**src/rtl/uart_frame_rx.sv**
```systemverilog
// 8N1 UART frame receiver with 16x oversampling, 3-sample majority voting,
// framing-error detection with break suppression, and idle/end-of-packet
// detection. The tick generator is free-running and never re-phased by rx.
module uart_frame_rx #(
    parameter int BAUD_DIV   = 27,
    parameter int IDLE_TICKS = 160
) (
    input  logic       clk_fast,
    input  logic       reset_n,
    input  logic       rx,
    output logic [7:0] RxD_data,
    output logic       RxD_data_ready,
    output logic       framing_err,
    output logic       RxD_idle,
    output logic       RxD_endofpacket
);

    localparam int BW = (BAUD_DIV > 1) ? $clog2(BAUD_DIV) : 1;
    localparam int IW = $clog2(IDLE_TICKS + 1);
    localparam logic [BW-1:0] BAUD_LAST = BW'(BAUD_DIV - 1);
    localparam logic [IW-1:0] IDLE_MAX  = IW'(IDLE_TICKS);

    typedef enum logic [1:0] {
        ST_IDLE  = 2'd0,
        ST_START = 2'd1,
        ST_DATA  = 2'd2,
        ST_STOP  = 2'd3
    } state_t;

    // Majority of three samples.
    function automatic logic maj3(input logic a, input logic b, input logic c);
        return (a & b) | (a & c) | (b & c);
    endfunction

    logic          r_rx_meta;
    logic          r_rx_sync;
    logic [BW-1:0] r_baud_cnt;
    state_t        r_state;
    state_t        w_state_nxt;
    logic [3:0]    r_samp_cnt;
    logic          r_s7;
    logic          r_s8;
    logic [2:0]    r_bit_idx;
    logic [7:0]    r_shift;
    logic          r_armed;
    logic [IW-1:0] r_idle_cnt;
    logic [IW-1:0] w_idle_nxt;
    logic          r_pending;
    logic [7:0]    r_data;
    logic          r_ready;
    logic          r_ferr;
    logic          r_idle;
    logic          r_eop;

    logic w_tick;
    logic w_at9;
    logic w_at15;
    logic w_bit;
    logic w_good_stop;
    logic w_bad_stop;
    logic w_eop_fire;

    assign w_tick      = (r_baud_cnt == BAUD_LAST);
    assign w_at9       = w_tick && (r_samp_cnt == 4'd9);
    assign w_at15      = w_tick && (r_samp_cnt == 4'd15);
    assign w_bit       = maj3(r_s7, r_s8, r_rx_sync);
    assign w_good_stop = (r_state == ST_STOP) && w_at9 && w_bit;
    assign w_bad_stop  = (r_state == ST_STOP) && w_at9 && !w_bit;
    assign w_eop_fire  = r_pending && (w_idle_nxt == IDLE_MAX) && (r_idle_cnt != IDLE_MAX);

    // Two-flop synchronizer for the asynchronous serial line (idles high).
    always_ff @(posedge clk_fast or negedge reset_n) begin
        if (!reset_n) begin
            r_rx_meta <= 1'b1;
            r_rx_sync <= 1'b1;
        end else begin
            r_rx_meta <= rx;
            r_rx_sync <= r_rx_meta;
        end
    end

    // Free-running oversample tick divider.
    always_ff @(posedge clk_fast or negedge reset_n) begin
        if (!reset_n) begin
            r_baud_cnt <= '0;
        end else if (w_tick) begin
            r_baud_cnt <= '0;
        end else begin
            r_baud_cnt <= r_baud_cnt + BW'(1);
        end
    end

    // Frame state register.
    always_ff @(posedge clk_fast or negedge reset_n) begin
        if (!reset_n) begin
            r_state <= ST_IDLE;
        end else begin
            r_state <= w_state_nxt;
        end
    end

    // Next-state logic: STOP exits at count 9 so a start edge in the
    // second half of the stop bit is not missed.
    always_comb begin
        w_state_nxt = r_state;
        case (r_state)
            ST_IDLE: begin
                if (w_tick && !r_rx_sync && r_armed) begin
                    w_state_nxt = ST_START;
                end else begin
                    w_state_nxt = ST_IDLE;
                end
            end
            ST_START: begin
                if (w_at9 && w_bit) begin
                    w_state_nxt = ST_IDLE;
                end else if (w_at15) begin
                    w_state_nxt = ST_DATA;
                end else begin
                    w_state_nxt = ST_START;
                end
            end
            ST_DATA: begin
                if (w_at15 && (r_bit_idx == 3'd7)) begin
                    w_state_nxt = ST_STOP;
                end else begin
                    w_state_nxt = ST_DATA;
                end
            end
            ST_STOP: begin
                if (w_at9) begin
                    w_state_nxt = ST_IDLE;
                end else begin
                    w_state_nxt = ST_STOP;
                end
            end
            default: begin
                w_state_nxt = ST_IDLE;
            end
        endcase
    end

    // Per-bit sample counter, mid-bit samples, bit index and shift register.
    always_ff @(posedge clk_fast or negedge reset_n) begin
        if (!reset_n) begin
            r_samp_cnt <= 4'd0;
            r_s7       <= 1'b1;
            r_s8       <= 1'b1;
            r_bit_idx  <= 3'd0;
            r_shift    <= 8'h00;
        end else begin
            if (r_state == ST_IDLE) begin
                r_samp_cnt <= 4'd0;
            end else if (w_tick) begin
                r_samp_cnt <= r_samp_cnt + 4'd1;
            end
            if (w_tick && (r_samp_cnt == 4'd7)) begin
                r_s7 <= r_rx_sync;
            end
            if (w_tick && (r_samp_cnt == 4'd8)) begin
                r_s8 <= r_rx_sync;
            end
            if (r_state == ST_START) begin
                r_bit_idx <= 3'd0;
            end else if ((r_state == ST_DATA) && w_at15) begin
                r_bit_idx <= r_bit_idx + 3'd1;
            end
            if ((r_state == ST_DATA) && w_at9) begin
                r_shift <= {w_bit, r_shift[7:1]};
            end
        end
    end

    // Armed flag: a framing error disarms until the line is seen high,
    // so a held-low break cannot retrigger reception.
    always_ff @(posedge clk_fast or negedge reset_n) begin
        if (!reset_n) begin
            r_armed <= 1'b1;
        end else if (w_bad_stop) begin
            r_armed <= 1'b0;
        end else if ((r_state == ST_IDLE) && w_tick && r_rx_sync) begin
            r_armed <= 1'b1;
        end
    end

    // Idle counter next value: counts high-line ticks in IDLE, saturating.
    always_comb begin
        w_idle_nxt = r_idle_cnt;
        if ((r_state != ST_IDLE) || !r_rx_sync) begin
            w_idle_nxt = '0;
        end else if (w_tick && (r_idle_cnt != IDLE_MAX)) begin
            w_idle_nxt = r_idle_cnt + IW'(1);
        end else begin
            w_idle_nxt = r_idle_cnt;
        end
    end

    // Idle counter and end-of-packet pending flag.
    always_ff @(posedge clk_fast or negedge reset_n) begin
        if (!reset_n) begin
            r_idle_cnt <= '0;
            r_pending  <= 1'b0;
        end else begin
            r_idle_cnt <= w_idle_nxt;
            if (w_good_stop || w_bad_stop) begin
                r_pending <= 1'b1;
            end else if (w_eop_fire) begin
                r_pending <= 1'b0;
            end
        end
    end

    // Registered outputs: data, status pulses and idle level.
    always_ff @(posedge clk_fast or negedge reset_n) begin
        if (!reset_n) begin
            r_data  <= 8'h00;
            r_ready <= 1'b0;
            r_ferr  <= 1'b0;
            r_idle  <= 1'b0;
            r_eop   <= 1'b0;
        end else begin
            if (w_good_stop) begin
                r_data <= r_shift;
            end
            r_ready <= w_good_stop;
            r_ferr  <= w_bad_stop;
            r_idle  <= (w_idle_nxt == IDLE_MAX);
            r_eop   <= w_eop_fire;
        end
    end

    assign RxD_data        = r_data;
    assign RxD_data_ready  = r_ready;
    assign framing_err     = r_ferr;
    assign RxD_idle        = r_idle;
    assign RxD_endofpacket = r_eop;

endmodule

```
**config.mk**
```make
export PLATFORM = sky130hd
export DESIGN_NAME = uart_frame_rx
export DESIGN_NICKNAME = d
export VERILOG_FILES = /design/src/rtl/uart_frame_rx.sv
export SDC_FILE = /design/constraint.sdc
export NUM_CORES = 1
export LEC_CHECK = 0
export CAP_MARGIN = 10
export CELL_PAD_IN_SITES_DETAIL_PLACEMENT = 2
export CELL_PAD_IN_SITES_GLOBAL_PLACEMENT = 2
export CORE_ASPECT_RATIO = 1.75
export CORE_UTILIZATION = 36
export DETAILED_ROUTE_END_ITERATION = 8
export GPL_ROUTABILITY_DRIVEN = 0
export PLACE_DENSITY = 0.79
export SLEW_MARGIN = 40
export SYNTH_ARGS = -nofsm -noshare
export SYNTH_HDL_FRONTEND = slang
export SYNTH_SLANG_ARGS = --single-unit
export TNS_END_PERCENT = 1
```
**constraint.sdc**
```tcl
create_clock -name clk_fast -period 2.1 [get_ports clk_fast]
set_clock_uncertainty 0.15 [all_clocks]
set_input_delay 0.21 -clock clk_fast [delete_from_list [all_inputs] [get_ports clk_fast]]
set_output_delay 0.21 -clock clk_fast [all_outputs]
set_load 0.03 [all_outputs]
```
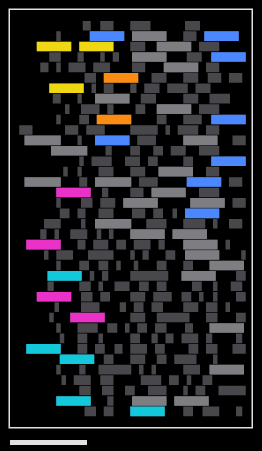
Run 1: where the registers sit
Bar = 20 µm.
- orange: `r_state` (placed flops 2)
- cyan: `r_baud_cnt` (placed flops 5; where bottom left)
- blue: `RxD_data` (placed flops 8)
- yellow: `r_bit_idx` (placed flops 3)
- magenta: `r_samp_cnt` (placed flops 4)
Seq. cell area: 1210 µm²
fin util: 49.2%
Sequential Power: 0.000932 W

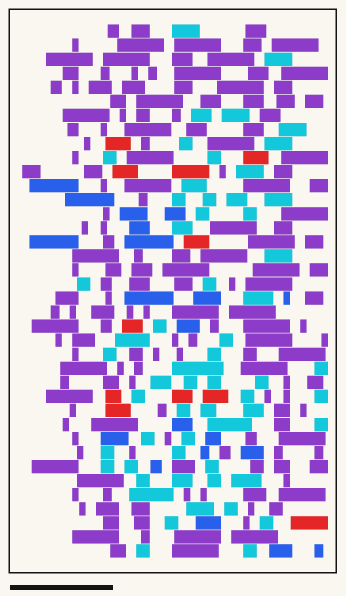
Run 1: cell sizes after repair
Bar = 20 µm.
- red: drive 6 and up (cells 11; most used clkbuf_8)
- blue: drive 2 (cells 20; most used dfstp_2)
- purple: drive 1 or less (cells 163; most used dfrtp_1)
- cyan: drive 3 to 4 (cells 59; most used buf_4)
Non-clock buffers: 54
area grow syn2layout: 30.5%

==> job_summary.md, run 1 <==
## Synthesis and layout report

| Metric | Value |
|---|---|
| Status | finished, violations left |
| Failing checks | setup timing |
| Area of the multi-input gates | ~1200 µm² |
| Fin worst setup slack | -0.327 ns |
| Final Max Slew Viols | 0 |
| Crit path DRT | approximately 2.1 ns |
| CTS Buf Count | 5 |
| Met3 usage | roughly 3.9% |
| Slew margin rel. | between 60 and 70% |
| Highest-power group | sequential cells |
| NetSw | around 0.00036 W |
| Count of final setup violators | 26 |
| Die y size | roughly 110 µm |
| Main flop type | dfrtp_1 |
| Worst EP arrival | ~2.5 ns |
| WL met3 | 97 µm |
| CTS Buffer Depth | 2 |
| Yosys warns | 0 |
| Initial antenna violation count | 0 |
| AO/OA Area Share | a little under a tenth |
| Post-CTS Hold Buffers | 1 |
| TritonCTS clock tree | done |
| Synth top area share | a little under half |
| Switching share of power | 23.0% |
| Detailed Routing Iterations Pass 1 | 4 |
| RSZ-0062 raised after global routing | yes |
| DR iter-0 viols | between 60 and 70 |
| First-pass GRT wire length | around 11 mm |
| Post-CTS sizing | 10 |
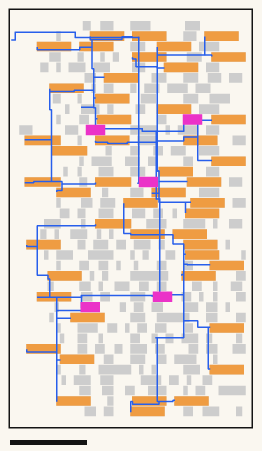
Run 1: routed clock nets over the placement
Bar = 20 µm.
- blue: clock wires (length 663 µm)
- magenta: cells driving clock nets (count 5)
- orange: flip-flops (count 48)
- routed clock nets: 6
Clk pwr share: 38.2%
clk latency late pin: 0.30 ns

[run 1: final cells by class]
type	count	area share (%)
multi-input cells	132	37.9
clock buffers	6	2.69
well taps	80	3.27
flip-flops and latches	48	39.4
repair buffers	54	14.9
inverters	11	1.35
clock inverters	2	0.449
[run 1: through the flow]
| stage | cell area [µm²] | setup slack, ns | utilization (%) | hold WS, ns | instances |
|---|---|---|---|---|---|
| floorplan | 2390 | -0.101 | - | -0.236 | 196 |
| global placement | 2860 | -0.146 | 45.9 | 0.0666 | 318 |
| detailed placement | 2860 | -0.293 | 45.9 | 0.0676 | 318 |
| CTS | 3030 | -0.236 | 48.7 | 0.134 | 330 |
| global route | 3060 | -0.436 | 49.2 | 0.148 | 333 |
| finish | 3060 | -0.327 | 49.2 | 0.147 | 333 |
Run 1, layout detail:
Window x 32 to 62, y 12 to 42 µm. Cells in gray, sequential cells in the stronger gray; small squares are vias.
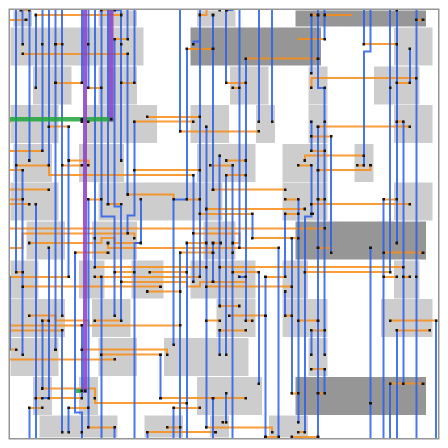

==> run 2, diff against run 1 <==
--- a/config.mk
+++ b/config.mk
@@ -12,7 +12,7 @@
 export CORE_UTILIZATION = 36
 export DETAILED_ROUTE_END_ITERATION = 8
 export GPL_ROUTABILITY_DRIVEN = 0
-export PLACE_DENSITY = 0.79
+export PLACE_DENSITY = 0.71
 export SLEW_MARGIN = 40
 export SYNTH_ARGS = -nofsm -noshare
 export SYNTH_HDL_FRONTEND = slang
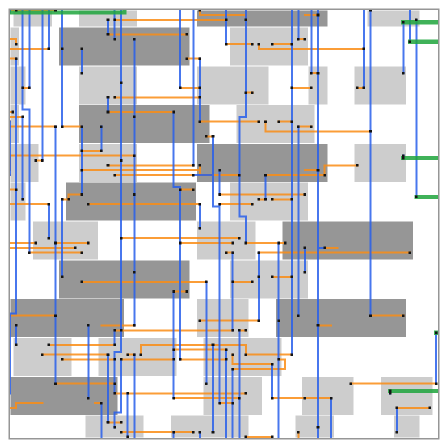
Run 2: layout detail
Window x 32 to 62, y 12 to 42 µm. Cells in gray, sequential cells in the stronger gray; small squares are vias.
- orange: met1
- blue: met2
- green: met3
- sequential cells in the window: 9
- netlist names of flops here include: `r_shift` (5), `RxD_data` (3)
- most frequent: dfrtp_1 (9), mux2_4 (7), mux2_1 (6)
- cells with their middle in the window: 34

==> run 2 against run 1 <==
  * The flow still finishes with violations (setup timing)
  * Utilization increased by 0.26 points
  * Die size unchanged
  * Maximum frequency rose by 4.5%
  * Worst setup slack improved by 0.10 ns
  * Critical path type unchanged
  * Highest routed layer unchanged
==> job_summary.md, run 2 <==
## Synthesis and layout report

| Metric | Value |
|---|---|
| Fin util | between 40% and 50% |
| WL met3 | 155 µm |
| DR iter-0 viols | 59 |
| Failing checks | setup timing |
| Post-route design area | 3080 µm² |
| Count of final setup violators | 22 |
| Clk pwr share | between 30% and 40% |
| Pre-CTS setup slack | -0.205 ns |
| Initial antenna violation count | 0 |
| Fin worst setup slack | -0.223 ns |
| Crit path DRT | 2.21 ns |
| Detailed Routing Iterations Pass 1 | 4 |
| Die y size | ~110 µm |
| RSZ-0062 raised after global routing | yes |
| Status | finished, violations left |
| Placed cells | ~310 |
| Highest-power group | sequential cells |
| CTS Buf Count | 5 |
| CTS Buffer Depth | 2 |
| Placed inst area | around 2800 µm² |
-- run 2: worst register-to-register path, cell delays in order (launching register included) --
cell and delay, ns:
dfrtp_1 0.40, inv_2 0.08, ha_4 0.14, buf_6 0.10
nand4b_4 0.12, or4_4 0.55, a21oi_4 0.21, nand4b_4 0.16
nor3_4 0.16, and3_1 0.18
-- run 2: final cells by class --
class,count,area (µm²),share of cell area [%]
inverter,11,41.3,1.34
timing repair buffer,47,409,13.3
multi-input combinational,132,1220,39.8
tap,80,100,3.25
sequential,48,1210,39.2
clock buffer,6,82.6,2.68
clock inverter,2,15.0,0.487
-- run 2: logic make-up after synthesis --
logic type               Yosys count
multiplexers                      23
AND-OR/OR-AND                     30
buffers and inverters             16
AND/OR/NAND/NOR                   62
flip-flops                        48
adder cells (fa/ha/maj)           10
XOR/XNOR                           7
Run 2, cell sizes after repair:
Bar = 20 µm.
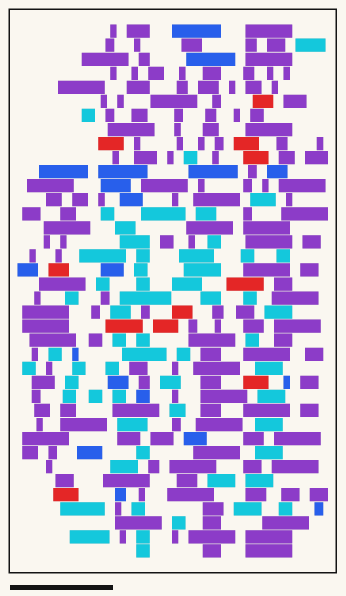

==> run 3, diff against run 2 <==
--- a/config.mk
+++ b/config.mk
@@ -12,6 +12,7 @@
 export CORE_UTILIZATION = 36
 export DETAILED_ROUTE_END_ITERATION = 8
 export GPL_ROUTABILITY_DRIVEN = 0
+export GPL_TIMING_DRIVEN = 0
 export PLACE_DENSITY = 0.71
 export SLEW_MARGIN = 40
 export SYNTH_ARGS = -nofsm -noshare
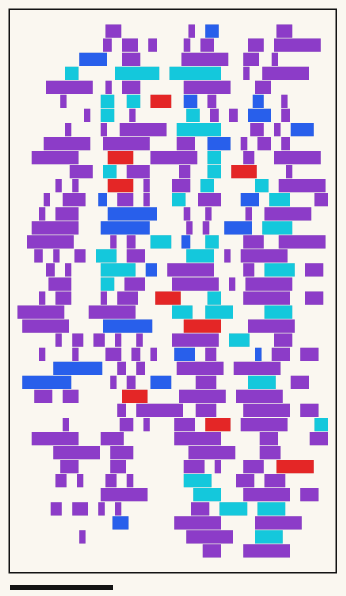
Run 3: cell sizes after repair
Bar = 20 µm.
- cyan: drive 3 to 4 (cells 35; most used buf_4)
- red: drive 6 and up (cells 9; most used clkbuf_8)
- purple: drive 1 or less (cells 170; most used dfrtp_1)
- blue: drive 2 (cells 21; most used dfstp_2)
area grow syn2layout: 23.2%
post-route design area: 2890 µm²
Non-clock buffers: 35
fin worst setup slack: -0.212 ns

==> run 3 against run 2 <==
  * The flow still finishes with violations (setup timing)
  * Synthesized cell count is the same
  * Total power decreased by 2.0%
  * Non-clock buffer count shrank 12
  * Highest routed layer unchanged
  * Worst hold slack worse by 0.014 ns
  * Cell count is 3.4% lower
  * Global-route usage is 2.2 points lower
  * Sequential share of layout area grew 2.6 points
  * Register-to-register slack about the same
  * Maximum frequency increased by 0.45%
  * First-iteration DRC count down 5.1%
==> job_summary.md, run 3 <==
## Synthesis and layout report

| Metric | Value |
|---|---|
| Status | finished, violations left |
| Failing checks | setup timing |
| Placed inst area | about 2700 µm² |
| Initial antenna violation count | 0 |
| Synth top area share | 45.8% |
| Total Power | ~0.0015 W |
| Count of final setup violators | 23 |
| CTS Buffer Depth | 2 |
| Hold WS | between 0.1 and 0.15 ns |
| Crit path DRT | ~2.1 ns |
| Vias per std cell | roughly 5.2 |
| Final Hold Viols | 0 |
| Clk latency late pin | roughly 0.30 ns |
| DR iter-0 viols | approximately 56 |
| Yosys warns | 0 |
| Min Tclk post-route | 2.31 ns |
| Main flop type | dfrtp_1 |
| TritonCTS clock tree | done |
| First-pass GRT wire length | approximately 9.5 mm |
| RSZ-0062 raised after global routing | yes |
| CTS Buf Count | 5 |
| Switching share of power | 21.0% |
| Top non-seq family | simple AND/OR/NAND/NOR gates |
| Fin worst setup slack | -0.212 ns |
| Worst EP arrival | about 2.4 ns |
| Detailed Routing Iterations Pass 1 | 4 |
| Post-CTS Hold Buffers | 1 |
| Met1 usage | 19.1% |
| Final Max Slew Viols | 0 |
| Placed cells | 291 |
| Top cells by area | dfrtp_1, mux2_4, dfstp_2 |
| Post-CTS sizing | 4 |
| Fin util | about 46% |
| Met3 usage | roughly 3.2% |
| R2R setup slack | -0.21 ns |
| Pre-CTS setup slack | -0.340 ns |
| WL met3 | ~120 µm |
| AO/OA Area Share | 9.06% |
| Slew margin rel. | between 60% and 70% |
| WL met1 | about 2.2 mm |
| NetSw | between 0.0003 and 0.0004 W |
| Clk pwr share | between 30% and 40% |
==> run 3: netlist changes by cell type in the layout (fill, tap and decap cells not counted), sizes merged <==
cell	previous run	this run
clkinvlp	2	0
nand2	15	16
buf	33	18
clkbuf	6	11
==> run 3: power by group through the flow <==
stage / registers [W] / clock network, W / logic [W]
4_1_cts: 0.000931 / 0.000586 / 0.0000380
5_1_grt: 0.000932 / 0.000622 / 0.0000410
2_1_floorplan: 0.000949 / 0 / 0.00000736
3_5_place_dp: 0.000949 / 0 / 0.0000365
6_report: 0.000931 / 0.000564 / 0.0000362
3_3_place_gp: 0.000949 / 0 / 0.0000301
==> run 3: cell type report <==
cell class	instances	area [µm²]
buffer	5	28.8
tap	80	100
sequential	48	1210
fill	643	3340
multi-input combinational	133	1150
inverter	11	41.3
timing repair buffer	30	273
clock buffer	8	90.1
Power is estimated from default activity; no workload was simulated.
